<file path="src/rtl/thermal_pkg.sv">
// rtl/thermal_pkg.sv - shared types and constants for the thermal sensor array
package thermal_pkg;

    typedef enum logic {S_IDLE, S_SCAN} scan_state_t;

    localparam logic [15:0] LFSR_RESET = 16'hACE1;
    // Fibonacci taps 16,14,13,11 expressed as bit positions 15,13,12,10
    localparam logic [15:0] LFSR_TAPS  = 16'hB400;

    localparam int DEF_NCH       = 4;
    localparam int DEF_TW        = 7;
    localparam int DEF_FW        = 3;
    localparam int DEF_TICK_DIV  = 16;
    localparam int DEF_IDLE_TEMP = 30;
    localparam int DEF_LOAD_TEMP = 90;
    localparam int DEF_ALARM_HI  = 80;
    localparam int DEF_ALARM_LO  = 70;

    function automatic logic [15:0] lfsr_next(input logic [15:0] s);
        return {s[14:0], ^(s & LFSR_TAPS)};
    endfunction

endpackage

</file>
<file path="src/rtl/thermal_sensor_array_if.sv">
// rtl/thermal_sensor_array_if.sv - round-robin scan sample stream
interface thermal_sensor_array_if #(
    parameter int NCH = 4,
    parameter int TW  = 7
);
    localparam int CHW = (NCH > 1) ? $clog2(NCH) : 1;

    logic           sample_valid;
    logic           sample_ready;
    logic [CHW-1:0] sample_ch;
    logic [TW-1:0]  sample_temp;

    modport master (output sample_valid, output sample_ch, output sample_temp, input sample_ready);
    modport slave  (input sample_valid, input sample_ch, input sample_temp, output sample_ready);

endinterface

</file>
<file path="src/rtl/thermal_channel.sv">
// rtl/thermal_channel.sv - one sensor channel: target select, saturating step, alarm hysteresis
module thermal_channel
    import thermal_pkg::*;
#(
    parameter int TW        = DEF_TW,
    parameter int FW        = DEF_FW,
    parameter int IDLE_TEMP = DEF_IDLE_TEMP,
    parameter int LOAD_TEMP = DEF_LOAD_TEMP,
    parameter int ALARM_HI  = DEF_ALARM_HI,
    parameter int ALARM_LO  = DEF_ALARM_LO
) (
    input  logic          clk,
    input  logic          rst_n,
    input  logic          tick,
    input  logic          in_use,
    input  logic [FW-1:0] fan_speed,
    input  logic          noise,
    output logic [TW-1:0] temp,
    output logic          alarm
);
    localparam int XW = TW + 1;

    logic [TW-1:0] temp_d, temp_q;
    logic          alarm_d, alarm_q;
    logic [XW-1:0] temp_x, target, step_up, step_dn, sum, gap;

    always_comb begin
        temp_x  = {1'b0, temp_q};
        // fan cooling lowers the load target but never below idle
        if (!in_use || int'(fan_speed) >= (LOAD_TEMP - IDLE_TEMP))
            target = XW'(IDLE_TEMP);
        else
            target = XW'(LOAD_TEMP - int'(fan_speed));
        step_up = XW'({1'b0, noise}) + XW'(1);
        step_dn = XW'(1) + XW'(fan_speed != '0);
        sum     = temp_x + step_up;
        gap     = temp_x - target;

        temp_d = temp_q;
        if (tick) begin
            if (temp_x < target)
                temp_d = (sum > target) ? TW'(target) : TW'(sum);
            else if (temp_x > target)
                temp_d = (gap <= step_dn) ? TW'(target) : TW'(temp_x - step_dn);
        end

        alarm_d = alarm_q;
        if (temp_q >= TW'(ALARM_HI))
            alarm_d = 1'b1;
        else if (temp_q <= TW'(ALARM_LO))
            alarm_d = 1'b0;
    end

    always_ff @(posedge clk or negedge rst_n) begin
        if (!rst_n) begin
            temp_q  <= TW'(IDLE_TEMP);
            alarm_q <= 1'b0;
        end else begin
            temp_q  <= temp_d;
            alarm_q <= alarm_d;
        end
    end

    assign temp  = temp_q;
    assign alarm = alarm_q;

endmodule

</file>
<file path="src/rtl/thermal_sensor_array.sv">
// rtl/thermal_sensor_array.sv - multi-channel thermal sensor model with alarms and scan stream
module thermal_sensor_array
    import thermal_pkg::*;
#(
    parameter int NCH       = DEF_NCH,
    parameter int TW        = DEF_TW,
    parameter int FW        = DEF_FW,
    parameter int TICK_DIV  = DEF_TICK_DIV,
    parameter int IDLE_TEMP = DEF_IDLE_TEMP,
    parameter int LOAD_TEMP = DEF_LOAD_TEMP,
    parameter int ALARM_HI  = DEF_ALARM_HI,
    parameter int ALARM_LO  = DEF_ALARM_LO
) (
    input  logic                    CLK,
    input  logic                    nRST,
    input  logic [NCH-1:0]          in_use,
    input  logic [FW-1:0]           fan_speed,
    input  logic [15:0]             seed,
    input  logic                    seed_load,
    output logic [NCH-1:0][TW-1:0]  temperature,
    output logic [NCH-1:0]          alarm,
    output logic [TW-1:0]           max_temp,
    output logic                    overrun,
    thermal_sensor_array_if.master  sample_if
);
    localparam int CHW = (NCH > 1) ? $clog2(NCH) : 1;
    localparam int PW  = $clog2(TICK_DIV);

    logic [PW-1:0]  presc_d, presc_q;
    logic [15:0]    lfsr_d, lfsr_q;
    logic [TW-1:0]  max_d, max_q;
    logic           tick;

    scan_state_t    state_q;
    logic           valid_q, overrun_q;
    logic [CHW-1:0] ch_q, ch_nxt;
    logic [TW-1:0]  stemp_q;

    assign tick   = (presc_q == PW'(TICK_DIV - 1));
    assign ch_nxt = ch_q + CHW'(1);

    always_comb begin
        presc_d = tick ? '0 : presc_q + PW'(1);
        // a seed load wins over the tick shift in the same cycle
        if (seed_load)
            lfsr_d = (seed == 16'h0000) ? 16'h0001 : seed;
        else if (tick)
            lfsr_d = lfsr_next(lfsr_q);
        else
            lfsr_d = lfsr_q;
        max_d = temperature[0];
        for (int i = 1; i < NCH; i++)
            if (temperature[i] > max_d)
                max_d = temperature[i];
    end

    always_ff @(posedge CLK or negedge nRST) begin
        if (!nRST) begin
            presc_q <= '0;
            lfsr_q  <= LFSR_RESET;
            max_q   <= TW'(IDLE_TEMP);
        end else begin
            presc_q <= presc_d;
            lfsr_q  <= lfsr_d;
            max_q   <= max_d;
        end
    end

    for (genvar i = 0; i < NCH; i++) begin : g_ch
        thermal_channel #(
            .TW(TW), .FW(FW), .IDLE_TEMP(IDLE_TEMP), .LOAD_TEMP(LOAD_TEMP),
            .ALARM_HI(ALARM_HI), .ALARM_LO(ALARM_LO)
        ) u_ch (
            .clk       (CLK),
            .rst_n     (nRST),
            .tick      (tick),
            .in_use    (in_use[i]),
            .fan_speed (fan_speed),
            .noise     (lfsr_q[i % 16]),
            .temp      (temperature[i]),
            .alarm     (alarm[i])
        );
    end

    // Samples capture the pre-update temperature; a tick mid-scan does not restart it.
    always_ff @(posedge CLK or negedge nRST) begin
        if (!nRST) begin
            state_q   <= S_IDLE;
            valid_q   <= 1'b0;
            ch_q      <= '0;
            stemp_q   <= '0;
            overrun_q <= 1'b0;
        end else begin
            overrun_q <= tick && (state_q == S_SCAN);
            case (state_q)
                S_IDLE: begin
                    if (tick) begin
                        state_q <= S_SCAN;
                        valid_q <= 1'b1;
                        ch_q    <= '0;
                        stemp_q <= temperature[0];
                    end
                end
                S_SCAN: begin
                    if (sample_if.sample_ready) begin
                        if (ch_q == CHW'(NCH - 1)) begin
                            state_q <= S_IDLE;
                            valid_q <= 1'b0;
                        end else begin
                            ch_q    <= ch_nxt;
                            stemp_q <= temperature[ch_nxt];
                        end
                    end
                end
                default: state_q <= S_IDLE;
            endcase
        end
    end

    assign max_temp              = max_q;
    assign overrun               = overrun_q;
    assign sample_if.sample_valid = valid_q;
    assign sample_if.sample_ch    = ch_q;
    assign sample_if.sample_temp  = stemp_q;

endmodule

</file>
<file path="src/flat_wrapper.sv">
// flat-port wrapper written by rule: the top's interface ports become plain ports
module thermal_sensor_array_flat import thermal_pkg::*;
#(
    parameter int NCH       = DEF_NCH,
    parameter int TW        = DEF_TW,
    parameter int FW        = DEF_FW,
    parameter int TICK_DIV  = DEF_TICK_DIV,
    parameter int IDLE_TEMP = DEF_IDLE_TEMP,
    parameter int LOAD_TEMP = DEF_LOAD_TEMP,
    parameter int ALARM_HI  = DEF_ALARM_HI,
    parameter int ALARM_LO  = DEF_ALARM_LO
)
  (CLK, nRST, in_use, fan_speed, seed, seed_load, temperature, alarm, max_temp, overrun, sample_if_sample_valid, sample_if_sample_ch, sample_if_sample_temp, sample_if_sample_ready);
  thermal_sensor_array_if #(.NCH(NCH), .TW(TW)) sample_if_i ();
  input  logic CLK;
  input  logic nRST;
  input  logic [NCH-1:0] in_use;
  input  logic [FW-1:0] fan_speed;
  input  logic [15:0] seed;
  input  logic seed_load;
  output logic [NCH-1:0][TW-1:0] temperature;
  output logic [NCH-1:0] alarm;
  output logic [TW-1:0] max_temp;
  output logic overrun;
  output wire logic [$bits(sample_if_i.sample_valid)-1:0] sample_if_sample_valid;
  output wire logic [$bits(sample_if_i.sample_ch)-1:0] sample_if_sample_ch;
  output wire logic [$bits(sample_if_i.sample_temp)-1:0] sample_if_sample_temp;
  input wire logic [$bits(sample_if_i.sample_ready)-1:0] sample_if_sample_ready;
  assign sample_if_sample_valid = sample_if_i.sample_valid;
  assign sample_if_sample_ch = sample_if_i.sample_ch;
  assign sample_if_sample_temp = sample_if_i.sample_temp;
  assign sample_if_i.sample_ready = sample_if_sample_ready;
  thermal_sensor_array #(.NCH(NCH), .TW(TW), .FW(FW), .TICK_DIV(TICK_DIV), .IDLE_TEMP(IDLE_TEMP), .LOAD_TEMP(LOAD_TEMP), .ALARM_HI(ALARM_HI), .ALARM_LO(ALARM_LO)) u_core (.CLK(CLK), .nRST(nRST), .in_use(in_use), .fan_speed(fan_speed), .seed(seed), .seed_load(seed_load), .temperature(temperature), .alarm(alarm), .max_temp(max_temp), .overrun(overrun), .sample_if(sample_if_i));
endmodule
</file>
<file path="config.mk">
export PLATFORM = sky130hd
export DESIGN_NAME = thermal_sensor_array_flat
export DESIGN_NICKNAME = d
export VERILOG_FILES = /design/src/rtl/thermal_pkg.sv /design/src/rtl/thermal_sensor_array_if.sv /design/src/rtl/thermal_channel.sv /design/src/rtl/thermal_sensor_array.sv /design/src/flat_wrapper.sv
export SDC_FILE = /design/constraint.sdc
export NUM_CORES = 1
export LEC_CHECK = 0
export CAP_MARGIN = 15
export CORE_UTILIZATION = 60
export CTS_BUF_LIST = sky130_fd_sc_hd__clkbuf_2 sky130_fd_sc_hd__clkbuf_4 sky130_fd_sc_hd__clkbuf_8
export CTS_CLUSTER_SIZE = 40
export DETAILED_ROUTE_END_ITERATION = 6
export GPL_TIMING_DRIVEN = 0
export PLACE_DENSITY = 0.83
export SLEW_MARGIN = 0
export SYNTH_ARGS = -nofsm -noshare
export SYNTH_HDL_FRONTEND = slang
export SYNTH_HIERARCHICAL = 1
export SYNTH_SLANG_ARGS = --single-unit
</file>
<file path="constraint.sdc">
create_clock -name CLK -period 6.6 [get_ports CLK]
set_clock_uncertainty 0.1 [all_clocks]
set_input_delay 0.66 -clock CLK [delete_from_list [all_inputs] [get_ports CLK]]
set_output_delay 0.66 -clock CLK [all_outputs]
set_load 0.1 [all_outputs]
</file>
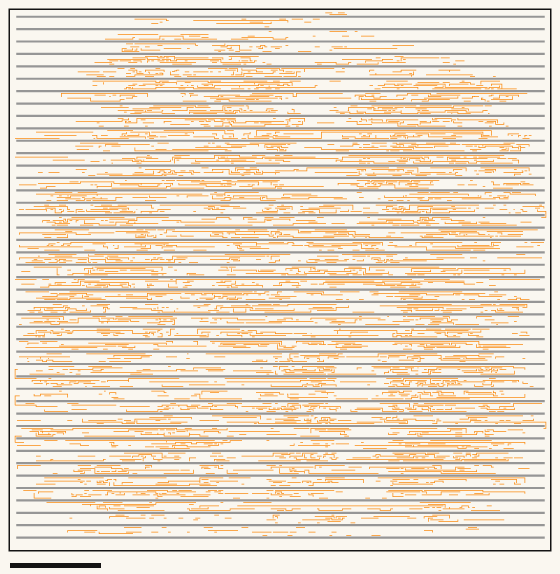
Figure 1: metal 1.
The bar under the picture is 20 um long. Supply wires on this layer in gray.
main direction: horizontal
wire length on this layer: 9,350 um
Total Wirelength: 21,540 um
met1 Track Usage GR: 42.26%

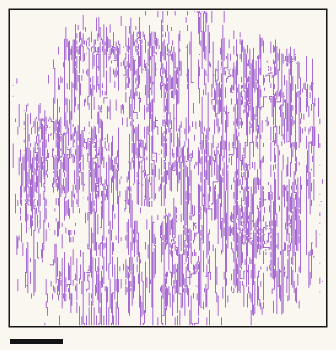
Figure 2: metal 2.
The bar under the picture is 20 um long.
wire length on this layer: 10,300 um
nets with wire on the layer: 990
longest straight run: 54.1 um
main direction: vertical
share of all routed wire: 48%
via count: 7,548
routing usage on met2: 53.38%

==> flow_summary.yaml <==
# implementation run metrics
run_status:
  outcome: "completed"
synthesis:
  synth_flops: 71
  async_flop_share_pct: 100.0
  synth.cell_area_um2: 8134
  yosys.area_share.adder_pct: 16.58
  yosys.area.top_type: "ha_1"
  ys_sh_aoi_pct: 22.81
  yosysWarnings: 6
floorplanning:
  initCoreUtil_pct: 61.42
  chipArea_um2: 14030
  die_h_um: 118.4
worst_setup_path:
  cpMostUsedCell: "ha_1"
  startpoint: "u_core/g_ch[0].u_ch/temp[6]"
  crit_family: "AND-OR/OR-AND gates"
  path_max_fanout: 10
  r2r-end: "u_core/max_temp[5]"
  cp_cell_sequence: "inv_1 > ha_1 > a21oi_1 > o21ai_2 > o22ai_4 > mux2i_1 > ha_1 > a211oi_1 > o21bai_1 > o21bai_4 > buf_2 > nor2_1 > a21o_1 > ha_1 > a211oi_1 > nor2_1 > o31ai_2 > buf_4 > nor3b_1 > a211oi_2"
  end_kind: "flop"
  reg2reg_from: "u_core/g_ch[0].u_ch/temp[6]"
final_layout:
  lay_top_count: "ha_1"
  instances_no_fill: 1208
  fillCellCount: 1100
  n_sequential_cell: 71
  signal_buffers: 114
placement:
  io_buffers: 76
  pre_cts_slack_ns: 1.309
  placed_area_um2: 9140
global_routing:
  grt_pass1_wl_um: 35890
  antenna_found_initial: 0
  grt_max_degree: 71
  first_global_vias: 7267
  grt_overflow_total: 0
final_timing:
  relSlewSlack_pct: 28.32
  worst_pin_slew_ns: 1.061
  fin_crit_ns: 5.368
  finalSetupViolCount: 0
  setup_tns_ns: 0
clock_tree:
  cts.htree.levels: 3
  clk_pin_slew_ns: 0.09
routing:
  wl_met2_um: 10270
  wl_met1_um: 9351
  drtIter0Drc: 709
  postRouteAntennaNets: 0
hold_path:
  whs_endpoint: "u_core/presc_q[3]"
  hold_class: "flop to flop"
[what timing repair did]
item	in CTS	in global routing
buffers inserted	0	0
endpoints found under the hold margin	1	0
gates resized	0	0
hold buffers	1	0
[registers in the layout (all words and copies together) (netlist names)]
| register | cells |
|---|---|
| u_core/presc_q | 4 |
| u_core/sample_if.sample_temp | 7 |
| u_core/overrun | 1 |
| u_core/sample_if.sample_ch | 2 |
| u_core/g_ch.u_ch/alarm | 4 |
| u_core/max_temp | 7 |
| u_core/sample_if.sample_valid | 1 |
| u_core/state_q | 1 |
| u_core/lfsr_q | 16 |
| u_core/g_ch.u_ch/temp | 28 |
